==> config.mk <==
export PLATFORM = sky130hd
export DESIGN_NAME = spi_adc_sequencer_flat
export DESIGN_NICKNAME = d
export VERILOG_FILES = /design/src/rtl/spi_adc_pkg.sv /design/src/rtl/spi_adc_sequencer_if.sv /design/src/rtl/spi_clk_gen.sv /design/src/rtl/spi_adc_sequencer.sv /design/src/flat_wrapper.sv
export SDC_FILE = /design/constraint.sdc
export NUM_CORES = 1
export LEC_CHECK = 0
export CAP_MARGIN = 10
export CORE_MARGIN = 2
export CORE_UTILIZATION = 59
export DETAILED_ROUTE_END_ITERATION = 16
export HOLD_SLACK_MARGIN = 0.02
export PLACE_DENSITY_LB_ADDON = 0.2
export SYNTH_ARGS = -nofsm -noshare
export SYNTH_HDL_FRONTEND = slang
export SYNTH_SLANG_ARGS = --single-unit
==> constraint.sdc <==
create_clock -name clk -period 4.41 [get_ports clk]
set_clock_uncertainty 0.15 [all_clocks]
set_input_delay 0.882 -clock clk [delete_from_list [all_inputs] [get_ports clk]]
set_output_delay 0.882 -clock clk [all_outputs]
set_load 0.02 [all_outputs]
==> run_1/layers.png <==
(6 px per um) Only two layers are drawn.
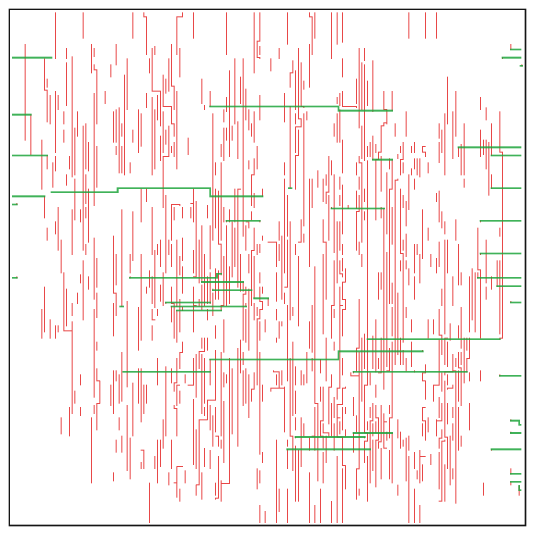
green -> M3  # wire length 358 um
red -> M2  # wire length 3750 um
final wirelength: 7.76 mm
detailed-route wire length per cell: 14.4 um

==> run_1/port_trees.png <==
(3 px per um)
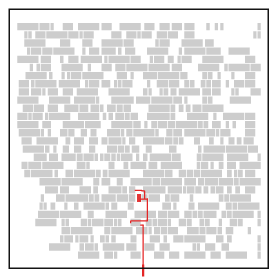
red -> busy  # bits 1, direction output, edge bottom, end cells 1, buffers 1, wire 37.5 um
number of port buffers: 41
I/O pin count: 56

==> run_1/pinout.png <==
(6 px per um) Pins as bars across the die edge, other pins in gray.
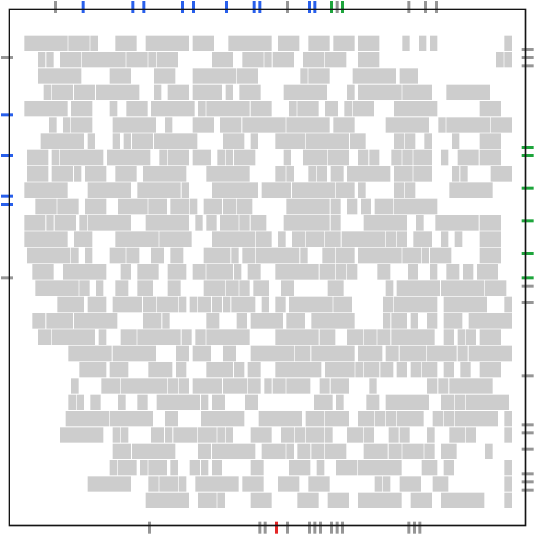
red -> busy  # pins 1, direction output, edge bottom
blue -> smp_sample_ch0  # pins 14, direction output, edge 10 top, 4 left
green -> gain_in  # pins 8, direction input, edge 6 right, 2 top
all pins by edge = 18 right, 18 top, 14 bottom, 6 left
die y size: 85.8 um
width of the die: 85.8 um

==> run_1/sizing.png <==
(6 px per um)
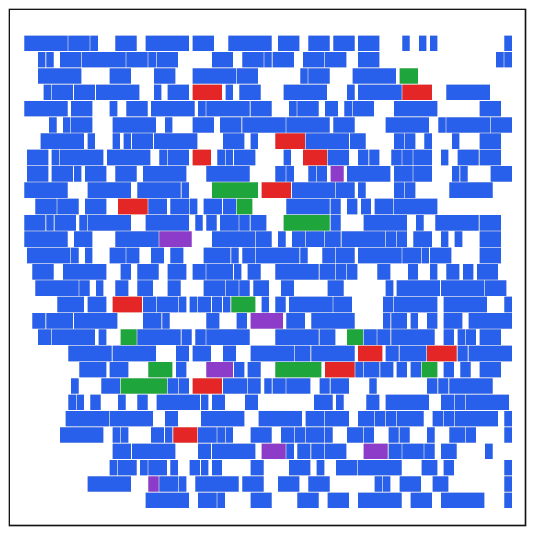
blue -> x1 and smaller  # cells 432, share 93%, most used dfxtp_1
purple -> x2  # cells 7, share 1.5%, most used mux2_2
green -> x3 and x4  # cells 11, share 2.4%, most used nor4_4
red -> x6 and larger  # cells 13, share 2.8%, most used clkbuf_8
Non-Clock Buffer Count: 43
final instance area: 4490 um2

==> results.cfg <==
; generated from flow reports
[run_status]
outcome = finished, violations left
failed_checks = design-rule violations

[pwr]
part_of_the_total_power_dissipated_in_combinational_logic = 0.042
cellInternalPower_uw = 1010
pwr-share-seq = 0.571
ir_worst_vdd_v = 0.000222
sw_power_uw = 347
power.clock.fraction = 0.387
power.static_leakage_uw = 0.00153
power_density_nw_per_um2 = 303

[cells_and_area]
top_cell_excl_fill_tap = sky130_fd_sc_hd__dfxtp_1
multi_input_comb_area_um2 = 2040
final_layout_size_suffix_gt1_frac = 0.0670
final.fill_count = 516
area_delta_synth_final_pct = 13.7
utilization = 0.699
most_frequent_cells_in_the_layout = 85 x sky130_fd_sc_hd__dfxtp_1, 58 x sky130_fd_sc_hd__nor2_1, 40 x sky130_fd_sc_hd__clkdlybuf4s50_1
flop_area_um2 = 1700
finish.net_count = 479
antenna_cells = 0

[detailed_routing]
final_antenna_net_count = 0
dr_total_vias = 3159
drt_first_iter_violations = 156
detailedRoute.firstPassIterationCount = 12
detail_route.drc_violations = 2
route.top_layer_used = met4
route.detailed.vias_per_inst = 5.85
wl_met2_mm = 3.75
drt-met1-wl_mm = 3.59

[critical_path]
timing.critical_path.fanout_max = 12
endpoint_kind = register
crit_required_ps = 4510
cp.arrival_ps = 3230
criticalPathCategory = input pin to register
reg2reg_depth = 6
cp-start-kind = input pin
reg2reg_slack_ps = 1600

[floorplanning]
core_area_um2 = 6420
die_area_um2 = 7360
core.rowCount = 29
core_util_floorplan = 0.615

[global_route]
global_route_wire_length_before_repair_mm = 13.1
grt_start_max_net_pins = 54
grtUsageTotal = 0.221
grt_antenna_before_repair = 0
grt_remaining_overflow = 0

[clocking]
cts_tree = yes
cts_max_path_buffers = 2
postCtsHoldBufs = 0
ctsRootBufferMaster = sky130_fd_sc_hd__clkbuf_8
h_tree_levels = 3
post_cts_buffers = 0
cts.clk_slew.worst_paths_ps = 90
clock-sinks = 85
cts_made_buffers = 9
clock_latency_ps = 360
post_cts_resize_count = 0

[logic_synthesis]
cell_with_the_most_instances_after_synthesis = sky130_fd_sc_hd__dfxtp_1
synth_top_cell_by_area = sky130_fd_sc_hd__dfxtp_1
yosys_cells = 429
synthTopCellsByCount = 85 x sky130_fd_sc_hd__dfxtp_1, 58 x sky130_fd_sc_hd__nor2_1, 36 x sky130_fd_sc_hd__mux2i_1
syn_area_per_cell_um2 = 9.20
netlist-cell-type-count = 59
synth.yosys.chip_area_um2 = 3950
top_area_contributor_share = 0.431
enable_flop_cells = 0
async_flop_share = 0
synthesis.instances = 429
post_synth_instance_area_um2 = 3950
synth.top_cells.by_area = sky130_fd_sc_hd__dfxtp_1 43%, sky130_fd_sc_hd__mux2i_1 9.1%, sky130_fd_sc_hd__nor2_1 5.5%
synth-main-ff-cell = sky130_fd_sc_hd__dfxtp_1
synth_flop_count = 85
synth-warning-count = 0
synth_sequential_area_ratio = 0.431

[final_timing]
timing.setup.tns_ps = 0
layout_worst_path_cycle_share = 0.710
worstMarginPinSlew_ps = 1150
hold-worst-slack_ps = 297
rsz0062_at_grt = false
fin_crit_ps = 3130
timing.max_slew.rel_slack = 0.230
max_freq_mhz = 319
timing.final.hold_violations = 0
setup_viol_count_final = 0
maxSlewViolCount = 0

[flow_run]
warning_count = 27
drv_cap = 0

[placement]
post_placement_cell_area_um2 = 4300
gp_routability_congestion = 0.788
hpwlAfterDp_mm = 5.42

[worst_hold_path]
hold-path-cell-count = 1
hold_class = register to register
## run 1: worst max-delay path, stage by stage
cell and delay [ps]:
sky130_fd_sc_hd__clkdlybuf4s50_1 750, sky130_fd_sc_hd__nor2_1 360, sky130_fd_sc_hd__o2111ai_1 440, sky130_fd_sc_hd__nor4_1 420, sky130_fd_sc_hd__mux2_2 380
## run 1: through the flow
step / total power [uW] / instances / worst slack, ps
2_1_floorplan: 843 / 442 / 2100
3_3_place_gp: 851 / 524 / 981
3_5_place_dp: 853 / 524 / 908
4_1_cts: 1380 / 540 / 1300
5_1_grt: 1410 / 540 / 1130
6_report: 1360 / 540 / 1280
## run 1: cells by family after synthesis
| group | synth area share |
|---|---|
| other cells | 0.000950 |
| fa+ha+maj | 0.0222 |
| mux | 0.0970 |
| compound gates | 0.135 |
| buf+inv | 0.0653 |
| simple gates | 0.219 |
| xor+xnor | 0.0288 |
| flops | 0.431 |
## run 1: power by group through the flow
stage | Sequential (uW) | Clock, uW | Combinational [uW]
global route | 778 | 566 | 63.3
CTS | 777 | 541 | 58.0
global placement | 795 | 0 | 56.6
detailed placement | 795 | 0 | 57.9
finish | 777 | 526 | 57.7
floorplan | 794 | 0 | 49.1
## run 1: layout make-up
cell class	count	share of cell area
clock buffer	9	0.0276
inverter	11	0.00920
sequential	85	0.379
timing repair buffer	43	0.0937
tap	77	0.0215
clock inverter	7	0.0148
multi-input combinational	308	0.454
## run 1: layer usage
layer,GRT usage,vias to the layer above
li1,-,1572
met1,0.290,1511
met2,0.357,70
met3,0.0577,6
met4,0.0693,0
met5,0,-
Power and IR drop assume default switching activity.
